`src/rtl/vga_pkg.sv`:
```
// vga_pkg: shared constants for the VGA pixel path.
//   - 8-bit RRR_GGG_BB colour constants and the 16-entry tile palette
//   - tile-map word layout (glyph index / fg / bg palette indices)
//   - default word addresses of the tile map and glyph table
package vga_pkg;

    localparam logic [7:0] BLACK     = 8'h00;
    localparam logic [7:0] BLUE      = 8'h03;
    localparam logic [7:0] GREEN     = 8'h1C;
    localparam logic [7:0] CYAN      = 8'h1F;
    localparam logic [7:0] RED       = 8'hE0;
    localparam logic [7:0] MAGENTA   = 8'hE3;
    localparam logic [7:0] YELLOW    = 8'hFC;
    localparam logic [7:0] WHITE     = 8'hFF;
    localparam logic [7:0] GREY      = 8'h92;
    localparam logic [7:0] DARK_GREY = 8'h49;
    localparam logic [7:0] TEAL      = 8'h13;
    localparam logic [7:0] LIME      = 8'h7C;
    localparam logic [7:0] SKY       = 8'h9F;
    localparam logic [7:0] ORANGE    = 8'hE8;
    localparam logic [7:0] PINK      = 8'hEF;
    localparam logic [7:0] GOLD      = 8'hF4;

    // Entry 15 first: packed array, index 0 is the least significant byte.
    localparam logic [15:0][7:0] PALETTE = {
        WHITE, GOLD, PINK, ORANGE, SKY, LIME, TEAL, DARK_GREY,
        GREY, YELLOW, MAGENTA, RED, CYAN, GREEN, BLUE, BLACK
    };

    // Tile-map word: [15:8] glyph index, [7:4] fg index, [3:0] bg index.
    localparam int MAP_GLYPH_LSB = 8;
    localparam int MAP_FG_LSB    = 4;
    localparam int MAP_BG_LSB    = 0;

    typedef struct packed {
        logic [7:0] glyph;
        logic [3:0] fg;
        logic [3:0] bg;
    } map_word_t;

    localparam logic [15:0] MAP_BASE_DEF   = 16'h4000;
    localparam logic [15:0] GLYPH_BASE_DEF = 16'h5000;

endpackage

```
`src/rtl/glyph_shifter.sv`:
```
// glyph_shifter: 8-bit glyph-row shift register with fg/bg palette latch.
// Ports:
//   clk        pixel clock
//   i_clear    synchronous active-high reset
//   i_load     load pattern/fg/bg this cycle instead of shifting
//   i_bright   visible-region flag; rgb forced to 0 when low
//   i_pattern  next glyph row, MSB = leftmost pixel
//   i_fg/i_bg  palette indices for set/clear pixels
//   o_rgb      registered RRR_GGG_BB colour
module glyph_shifter
    import vga_pkg::*;
(
    input  logic       clk,
    input  logic       i_clear,
    input  logic       i_load,
    input  logic       i_bright,
    input  logic [7:0] i_pattern,
    input  logic [3:0] i_fg,
    input  logic [3:0] i_bg,
    output logic [7:0] o_rgb
);

    logic [7:0] r_shift;
    logic [3:0] r_fg;
    logic [3:0] r_bg;
    logic [7:0] r_rgb;
    logic       w_bit;

    assign w_bit = r_shift[7];
    assign o_rgb = r_rgb;

    always_ff @(posedge clk) begin
        if (i_clear) begin
            r_shift <= 8'd0;
            r_fg    <= 4'd0;
            r_bg    <= 4'd0;
            r_rgb   <= 8'd0;
        end else begin
            // The load cycle still emits the last pixel of the outgoing tile.
            r_rgb <= i_bright ? (w_bit ? PALETTE[r_fg] : PALETTE[r_bg]) : 8'd0;
            if (i_load) begin
                r_shift <= i_pattern;
                r_fg    <= i_fg;
                r_bg    <= i_bg;
            end else begin
                r_shift <= {r_shift[6:0], 1'b0};
            end
        end
    end

endmodule

```
`src/rtl/tile_fetch.sv`:
```
// tile_fetch: text/tile-mode pixel source between the VGA timing controller
// and the RGB pins. For each 8-pixel tile it prefetches a tile-map word and a
// glyph row from a shared 16-bit synchronous memory one tile ahead, then
// shifts the glyph row out through the palette.
// Ports:
//   clk, clear             pixel clock, synchronous active-high reset
//   h_count, v_count       counters from the timing controller
//   h_sync_in, v_sync_in   syncs from the controller
//   bright_in              visible-region flag from the controller
//   mem_data               read data, valid one cycle after mem_rd
//   mem_rd, mem_addr       registered read strobe and word address
//   rgb                    registered RRR_GGG_BB colour
//   h_sync, v_sync, bright inputs delayed one cycle to line up with rgb
module tile_fetch
    import vga_pkg::*;
#(
    parameter int          HSTART     = 144,
    parameter int          VSTART     = 31,
    parameter int          HVID       = 640,
    parameter int          VVID       = 480,
    parameter int          COLS       = 80,
    parameter logic [15:0] MAP_BASE   = MAP_BASE_DEF,
    parameter logic [15:0] GLYPH_BASE = GLYPH_BASE_DEF
) (
    input  logic        clk,
    input  logic        clear,
    input  logic [9:0]  h_count,
    input  logic [9:0]  v_count,
    input  logic        h_sync_in,
    input  logic        v_sync_in,
    input  logic        bright_in,
    input  logic [15:0] mem_data,
    output logic        mem_rd,
    output logic [15:0] mem_addr,
    output logic [7:0]  rgb,
    output logic        h_sync,
    output logic        v_sync,
    output logic        bright
);

    logic [9:0]  w_fx;
    logic [9:0]  w_y;
    logic        w_win;
    logic [6:0]  w_col;
    logic [2:0]  w_phase;
    logic [15:0] w_trow16;
    logic [15:0] w_map_addr;
    logic [15:0] w_glyph_addr;
    logic        w_load;

    logic        r_mem_rd;
    logic [15:0] r_mem_addr;
    map_word_t   r_map_next;
    logic [7:0]  r_pattern_next;
    logic        r_h_sync;
    logic        r_v_sync;
    logic        r_bright;

    // Fetch runs one tile (8 pixels) ahead of display; counter wrap is left
    // to the unsigned compares.
    assign w_fx    = h_count - 10'(HSTART - 8);
    assign w_y     = v_count - 10'(VSTART);
    assign w_win   = (w_fx < 10'(HVID)) && (w_y < 10'(VVID));
    assign w_col   = w_fx[9:3];
    assign w_phase = w_fx[2:0];

    // Row offset as shift-add: trow*80 = trow*64 + trow*16 (COLS is 80).
    assign w_trow16   = {10'd0, w_y[8:3]};
    assign w_map_addr = MAP_BASE + (w_trow16 << 6) + (w_trow16 << 4) + {9'd0, w_col};

    // Glyph index comes straight off mem_data: the map word arrives in the
    // same cycle the glyph read must be issued.
    assign w_glyph_addr = GLYPH_BASE
                        + {6'd0, mem_data[MAP_GLYPH_LSB +: 8], 2'b00}
                        + {14'd0, w_y[2:1]};

    assign w_load = w_win && (w_phase == 3'd7);

    always_ff @(posedge clk) begin
        if (clear) begin
            r_mem_rd       <= 1'b0;
            r_mem_addr     <= 16'd0;
            r_map_next     <= '0;
            r_pattern_next <= 8'd0;
            r_h_sync       <= 1'b1;
            r_v_sync       <= 1'b1;
            r_bright       <= 1'b0;
        end else begin
            r_h_sync <= h_sync_in;
            r_v_sync <= v_sync_in;
            r_bright <= bright_in;
            r_mem_rd <= 1'b0;
            if (w_win) begin
                case (w_phase)
                    3'd0: begin
                        r_mem_rd   <= 1'b1;
                        r_mem_addr <= w_map_addr;
                    end
                    3'd2: begin
                        r_map_next <= mem_data;
                        r_mem_rd   <= 1'b1;
                        r_mem_addr <= w_glyph_addr;
                    end
                    3'd4: begin
                        // Even lines use the high byte, odd lines the low byte.
                        r_pattern_next <= w_y[0] ? mem_data[7:0] : mem_data[15:8];
                    end
                    default: ;
                endcase
            end
        end
    end

    assign mem_rd   = r_mem_rd;
    assign mem_addr = r_mem_addr;
    assign h_sync   = r_h_sync;
    assign v_sync   = r_v_sync;
    assign bright   = r_bright;

    glyph_shifter u_shifter (
        .clk       (clk),
        .i_clear   (clear),
        .i_load    (w_load),
        .i_bright  (bright_in),
        .i_pattern (r_pattern_next),
        .i_fg      (r_map_next.fg),
        .i_bg      (r_map_next.bg),
        .o_rgb     (rgb)
    );

endmodule

```
`config.mk`:
```
export PLATFORM = sky130hd
export DESIGN_NAME = tile_fetch
export DESIGN_NICKNAME = d
export VERILOG_FILES = /design/src/rtl/vga_pkg.sv /design/src/rtl/glyph_shifter.sv /design/src/rtl/tile_fetch.sv
export SDC_FILE = /design/constraint.sdc
export NUM_CORES = 1
export LEC_CHECK = 0
export ABC_CLOCK_PERIOD_IN_PS = 3900
export CAP_MARGIN = 20
export CORE_ASPECT_RATIO = 0.8
export CORE_MARGIN = 2
export CORE_UTILIZATION = 39
export CTS_BUF_LIST = sky130_fd_sc_hd__clkbuf_16
export DETAILED_ROUTE_END_ITERATION = 10
export GPL_TIMING_DRIVEN = 0
export PLACE_DENSITY = 0.68
export SYNTH_ARGS = -nofsm -noshare
export SYNTH_HDL_FRONTEND = slang
export SYNTH_SLANG_ARGS = --single-unit
```
`constraint.sdc`:
```
create_clock -name clk -period 3.9 [get_ports clk]
set_input_delay 0.39 -clock clk [delete_from_list [all_inputs] [get_ports clk]]
set_output_delay 0.39 -clock clk [all_outputs]
set_load 0.02 [all_outputs]
```
run_1/m1.png
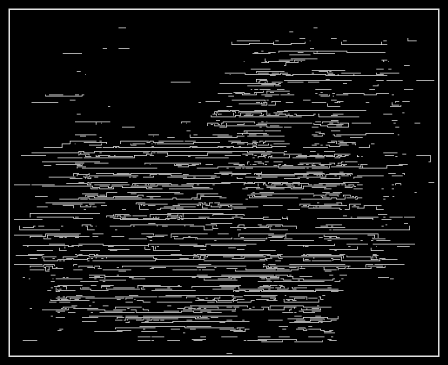
nets with wire on the layer: 521
wire length on this layer: 4660 um
share of all routed wire: 48%
main direction: horizontal

run_1/m2.png
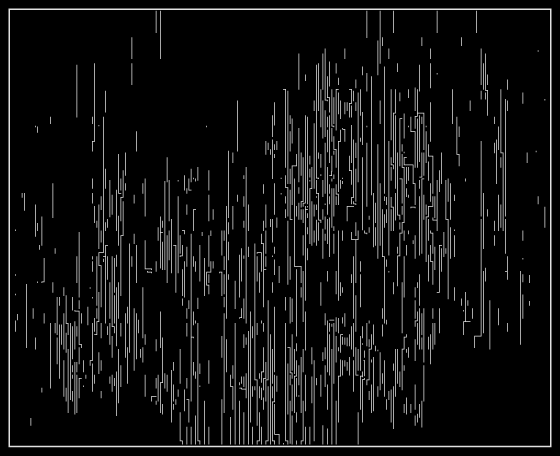
nets with wire on the layer: 476
share of all routed wire: 43%
met2 usage: 30.79%
Total Routed Length: 9756 um
routed via count: 3397

run_1/m3.png
Scale bar: 20 um. Cells faint in the background.
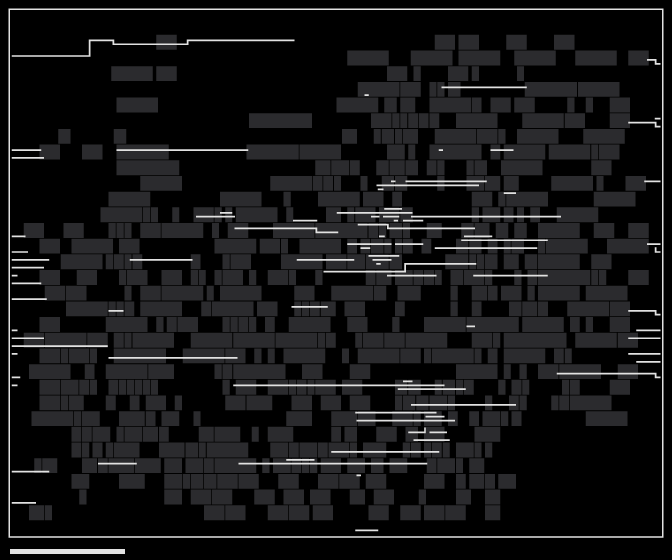
nets with wire on the layer: 68
share of all routed wire: 7.1%
longest straight run: 36.3 um

==> impl_metrics.py, run 1 <==
# Generated from Yosys and OpenROAD reports
metrics = {
    "place": {
        "dpl.hpwl_um": 7451,
        "io_buffers": 65,
        "place_area_um2": 4512,
        "post-place-ws_ns": 0.03997,
        "dp.cells": 613,
    },
    "critical_path": {
        "critPathCaptureType": "flip-flop",
        "reg2reg_from": "r_map_next[5]",
        "startpoint": "h_count[3]",
        "ff2ff_path_depth": 3,
        "worst-path-max-fanout": 5,
        "cp-endpoint": "mem_addr[11]",
        "setup.worst_path.class": "input port to flip-flop",
        "critPathRequiredTime_ns": 4.11,
        "r2r_setup_slack_ns": 2.60,
        "crit_arrival_ns": 3.75,
    },
    "final_timing": {
        "fmax_ghz": 0.2820,
        "worst_slew_pin_slew_ns": 0.6574,
        "drv_slew": 0,
        "period_minus_slack_ns": 3.546,
        "fin_crit_sh_pct": 90.93,
        "rsz0062_at_grt": "false",
        "slew_headroom_pct": 56.18,
        "skew_ns": 0.004832,
        "setup_ws_ns": 0.3538,
        "fin_setup_tns_ns": 0,
        "finalHoldViolCount": 0,
    },
    "synthesis": {
        "synth-edff-count": 0,
        "yosys.area.top_type": "dfxtp_1",
        "netlist_top_cells_area": "dfxtp_1 (40%), mux2i_1 (11%), nor2_1 (8.8%)",
        "flop_cell": "dfxtp_1",
        "post-synth-top-count-cell": "nor2_1",
        "synth_cell_types": 50,
        "synthArstFlopShare_pct": 0,
        "netlist_top_cells_count": "nor2_1 (87), dfxtp_1 (74), mux2i_1 (42)",
        "ys_area_um2": 3714,
        "ys.flops": 74,
        "avgSynthCellArea_um2": 8.596,
        "top_cell_area_share_pct": 39.89,
        "netlist_area_um2": 3714,
        "ys_seq_share_pct": 39.89,
        "synthCells": 432,
    },
    "routing": {
        "first_iter_violations": 290,
        "vias_per_cell": 5.401,
        "first_pass_iters": 9,
        "wl_per_cell_um": 15.51,
        "antenna_left": 0,
        "drc_errors": 5,
    },
    "grt": {
        "grt_overflow": 0,
        "grtUsageTotal_pct": 19.86,
        "antenna_found_initial": 0,
        "grt_pass1_vias": 3323,
        "grt_pass1_wl_um": 16230,
        "grt_start_max_net_pins": 13,
    },
    "pwr": {
        "leakagePower_nw": 1.959,
        "power_per_cell_area_nw_per_um2": 408.9,
    },
    "min_path": {
        "hp-class": "flip-flop to flip-flop",
    },
    "clock_tree": {
        "clk_latency_ns": 0.33,
        "path_clk_slew_ns": 0.05,
        "cts_resized": 0,
        "cts_tree": "done",
        "root_buffer": "clkbuf_16",
        "cts.path.max_buffers": 2,
        "cts_hold_buf": 0,
        "postCtsSetupRepairBufs": 0,
    },
    "floorplan": {
        "fp_util_pct": 40.57,
        "die_height_um": 91.28,
        "coreArea_um2": 9154,
        "num_rows": 31,
        "io_pins": 69,
    },
    "final_layout": {
        "fin_nets": 565,
        "comb_area_um2": 2073,
        "stdcell_area_um2": 4846,
        "antenna_cells": 0,
        "fill_cells": 857,
        "drive_above_1_share_pct": 5.642,
        "final-instance-count-excl-fill": 629,
        "area_delta_synth_final_pct": 30.49,
        "seqCellArea_um2": 1481,
    },
    "outcome": {
        "violations": "design-rule violations",
        "status": "finished with violations",
    },
    "run": {
        "max_cap_violations": 0,
        "warnings": 26,
    },
}
==> run 1: per-stage QoR <==
stage | total power [mW] | util [%] | hold WS, ns
floorplan | 0.9680 | - | 0.4365
global placement | 1.074 | 49.29 | 0.4385
CTS | 2.001 | 52.94 | 0.4519
finish | 1.981 | 52.94 | 0.4478
detailed placement | 1.082 | 49.29 | 0.4433
global route | 2.066 | 52.94 | 0.4839
==> run 1: logic make-up after synthesis <==
logic type | share of synthesized area (%)
AND-OR/OR-AND | 14.45
buffers and inverters | 4.380
adder cells (fa/ha/maj) | 5.458
flip-flops | 39.89
XOR/XNOR | 3.538
multiplexers | 12.23
AND/OR/NAND/NOR | 19.95
other | 0.1010
==> run 1: power by group <==
| group | total [mW] | internal, mW | switching (mW) |
|---|---|---|---|
| logic | 0.296 | 0.139 | 0.157 |
| clock network | 0.911 | 0.618 | 0.293 |
| registers | 0.775 | 0.768 | 0.00722 |
| total | 1.98 | 1.52 | 0.457 |
==> run 1: cell usage in the layout, fill, tap and decap left out, drive strengths merged, types with 3 or more instances in the layout <==
cell type      netlist  final
a21oi               33     33
nor3b                3      3
a221oi               3      3
clkbuf              16     25
mux2                 3      3
nand3b               6      6
bufinv               0      3
nand4                5      5
or3                  3      3
or2                  3      3
o21ai               25     25
inv                 15     16
buf                  7      7
ha                  13     13
clkdlybuf4s50        0     65
dfxtp               74     74
nor2b                3      3
mux2i               42     42
a22oi                3      3
a31oi                4      4
clkinv               0      3
xor2                 5      5
o211ai               4      4
xnor2               10     10
nand2               13     13
nor2                87     87
nand3                6      6
o31ai                3      3
nand2b              11     11
==> run 1: routing by layer <==
layer / part of all wire [%] / vias to the layer above / GRT usage [%]
met2: 43 / 130 / 30.79
met5: 0 / - / 0
met1: 48 / 1581 / 26.91
li1: - / 1662 / -
met3: 7.1 / 24 / 5.474
met4: 1.8 / 0 / 6.098
==> run 1: worst max-delay path, cell delays in order <==
cell and delay (ns):
clkdlybuf4s50_1 0.48, inv_1 0.09, ha_1 0.26, nand2_1 0.12, a21oi_1 0.20, xnor2_1 0.16
fa_1 0.56, inv_1 0.07, fa_1 0.46, a21o_1 0.20, a21oi_1 0.22, o21ai_0 0.14
xnor2_1 0.16, nor3_1 0.06, a21oi_1 0.13, nor2_1 0.05
==> run 1: how the worst min path moves through the flow <==
| stage | startpoint | to | slack (ns) | depth (start not counted) |
|---|---|---|---|---|
| final | mem_addr[14] | mem_addr[14] | 0.45 | 2 |
| after global routing | mem_addr[14] | mem_addr[14] | 0.48 | 2 |
| after CTS | mem_addr[14] | mem_addr[14] | 0.45 | 2 |
| after detailed placement | mem_addr[14] | mem_addr[14] | 0.44 | 2 |
| after global placement | mem_addr[14] | mem_addr[14] | 0.44 | 2 |
| after floorplan | flip-flop | u_shifter.o_rgb[0] | 0.44 | 2 |
==> run 1: layout make-up <==
class | count | share of cell area (%)
clock buffer | 9 | 4.648
tap | 115 | 2.969
clock inverter | 7 | 2.246
inverter | 15 | 1.162
sequential | 74 | 30.57
timing repair buffer | 65 | 13.43
multi-input combinational | 321 | 42.78
buffer | 23 | 2.195
==> inputs of run 2 (changes only) <==
--- a/config.mk
+++ b/config.mk
@@ -9,11 +9,12 @@
 export CAP_MARGIN = 20
 export CORE_ASPECT_RATIO = 0.8
 export CORE_MARGIN = 2
-export CORE_UTILIZATION = 39
+export CORE_UTILIZATION = 40
 export CTS_BUF_LIST = sky130_fd_sc_hd__clkbuf_16
 export DETAILED_ROUTE_END_ITERATION = 10
 export GPL_TIMING_DRIVEN = 0
-export PLACE_DENSITY = 0.68
+export PLACE_DENSITY = 0.69
 export SYNTH_ARGS = -nofsm -noshare
 export SYNTH_HDL_FRONTEND = slang
+export SYNTH_HIERARCHICAL = 1
 export SYNTH_SLANG_ARGS = --single-unit
run_2/m3.png
Scale bar: 20 um. Cells faint in the background.
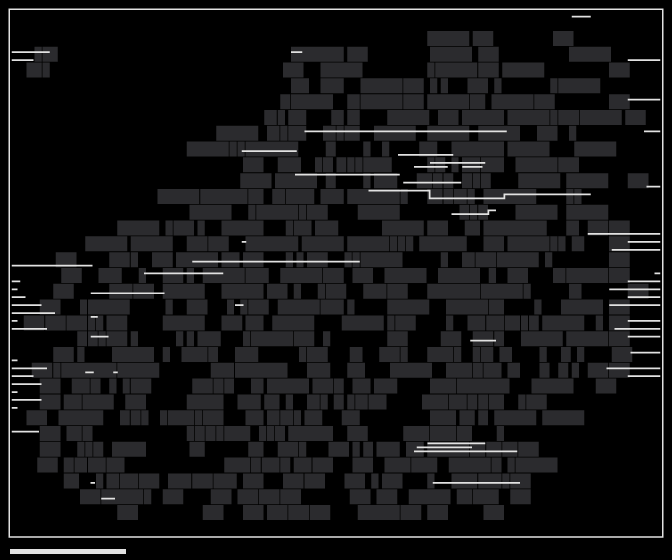
share of all routed wire: 4.8%
wire length on this layer: 446 um
longest straight run: 34.5 um
nets with wire on the layer: 53
GR Util met3: 3.154%
routed via count: 3067
Total Routed Length: 9252 um

run_2/m1.png
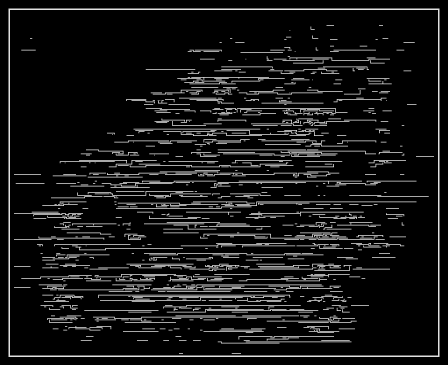
met1 Resource Use GR: 26.11%

run_2/congestion_map.png
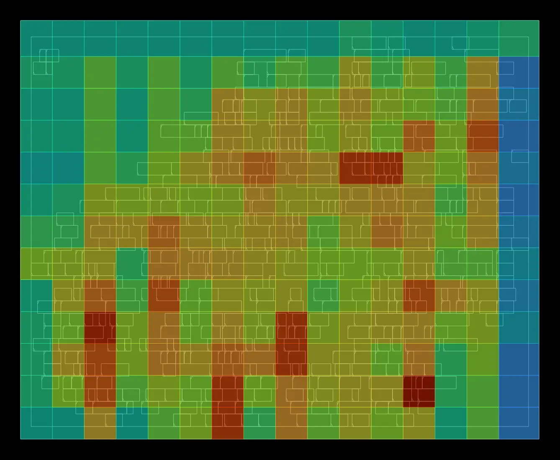
Routed wire per std cell: 15.87 um
met2 usage: 28.26%
Total GRT Usage: 18.47%

==> impl_metrics.py, run 2 <==
# Generated from Yosys and OpenROAD reports
metrics = {
    "critical_path": {
        "crit_arrival_ns": 4.08,
        "critPathRequiredTime_ns": 4.16,
        "path_cells": "clkdlybuf4s50_1, inv_1, ha_2, nand2_1, a21oi_1, xor2_2, fa_1, fa_1, a211oi_2, o21bai_1, a21oi_1, xnor2_1, or3_1, a21oi_1",
        "cpMaxStageDelayCell": "fa_1",
        "setup.worst_path.class": "input port to flip-flop",
        "reg2reg_from": "r_map_next[5]",
        "worst-path-max-fanout": 6,
    },
    "run": {
        "max_cap_violations": 0,
    },
    "synthesis": {
        "ys.flops": 74,
        "avgSynthCellArea_um2": 9.683,
        "netlist_top_cells_area": "dfxtp_1 (40%), mux2i_1 (12%), nor2_1 (6.4%)",
        "post-synth-top-count-cell": "dfxtp_1",
        "ys_seq_share_pct": 39.53,
        "synth-edff-count": 0,
        "synth_cell_types": 60,
    },
    "routing": {
        "first_pass_iters": 4,
        "first_iter_violations": 212,
    },
    "clock_tree": {
        "clk_latency_ns": 0.33,
        "cts_hold_buf": 0,
        "root_buffer": "clkbuf_16",
        "cts.path.max_buffers": 2,
        "cts_tree": "done",
        "path_clk_slew_ns": 0.06,
    },
    "final_layout": {
        "antenna_cells": 0,
        "fin_nets": 519,
        "post-route-util_pct": 53.71,
        "drive_above_1_share_pct": 13.03,
        "area_delta_synth_final_pct": 30.08,
    },
    "pwr": {
        "power.share.clock_pct": 44.0,
        "p_seq_share_pct": 39.7,
        "leakagePower_nw": 1.950,
        "p_int_mw": 1.426,
        "comb_power_share_pct": 16.2,
        "power_per_cell_area_nw_per_um2": 399.2,
    },
    "floorplan": {
        "fp_util_pct": 41.29,
        "die_height_um": 90.57,
    },
    "final_timing": {
        "finalHoldViolCount": 0,
        "hold_ws_ns": 0.3585,
        "slew_headroom_pct": 58.36,
        "fin_crit_sh_pct": 97.98,
        "drv_slew": 0,
        "fmax_ghz": 0.2617,
    },
    "min_path": {
        "min_from": "clear",
        "holdPathEnd": "mem_addr[10]",
        "hp-class": "input port to flip-flop",
    },
    "outcome": {
        "status": "completed",
    },
    "grt": {
        "antenna_found_initial": 0,
        "grt_start_max_net_pins": 16,
        "grt_pass1_vias": 3022,
    },
    "place": {
        "post-place-ws_ns": -0.3511,
    },
}
## run 2: worst max-delay path by stage
stage / start / endpoint / cells after the start / slack, ns
floorplan: h_count[5] / mem_addr[11] / 12 / 0.65
global placement: h_count[5] / mem_addr[11] / 13 / -0.24
detailed placement: h_count[5] / mem_addr[11] / 13 / -0.35
CTS: h_count[3] / mem_addr[11] / 14 / 0.06
global route: h_count[3] / mem_addr[11] / 14 / -0.04
finish: h_count[3] / mem_addr[11] / 14 / 0.08
## run 2: critical path, delay by kind of cell
family,cells,cell delay (ns)
AND/OR/NAND/NOR,2,0.39
AND-OR/OR-AND,5,1.05
XOR/XNOR,2,0.36
buffers and inverters,2,0.61
adder cells (fa/ha/maj),3,1.28
## run 2: logic make-up (layout without fill, tap and decap cells)
kind of cell / Yosys count / count (layout) / synth area share, %
fa+ha+maj: 15 / 15 / 5.409
other cells: 1 / 2 / 0.1001
mux: 65 / 65 / 18.83
compound gates: 55 / 55 / 10.15
xor+xnor: 14 / 14 / 3.272
simple gates: 135 / 135 / 18.43
flops: 74 / 74 / 39.53
buf+inv: 28 / 108 / 4.274
## run 2: routing by layer
| layer | track usage (%) | routed length (um) | vias to the layer above | part of all wire, % |
|---|---|---|---|---|
| li1 | - | - | 1519 | - |
| met3 | 3.154 | 446 | 12 | 4.8 |
| met1 | 26.11 | 4573 | 1452 | 49 |
| met2 | 28.26 | 4112 | 84 | 44 |
| met5 | 0 | 0 | - | 0 |
| met4 | 6.911 | 119 | 0 | 1.3 |
## run 2: what timing repair did
action	CTS	global route
pin swaps	0	0
setup endpoints to repair	1	2
gates cloned	0	0
resized	1	4
## run 2: power by group through the flow
stage	logic [mW]	clock network [mW]	registers, mW
2_1_floorplan	0.182	0	0.799
3_3_place_gp	0.295	0	0.790
3_5_place_dp	0.301	0	0.790
4_1_cts	0.307	0.867	0.774
5_1_grt	0.344	0.906	0.774
6_report	0.316	0.856	0.774
## run 2: final cells by class
type | count | share of cell area (%)
Inverter | 7 | 0.5390
Clock buffer | 9 | 4.620
Timing Repair Buffer | 64 | 13.14
Tap cell | 115 | 2.952
Sequential cell | 74 | 30.39
Buffer | 21 | 2.746
Clock inverter | 7 | 1.720
Multi-Input combinational cell | 286 | 43.89
Power and IR drop assume default switching activity.
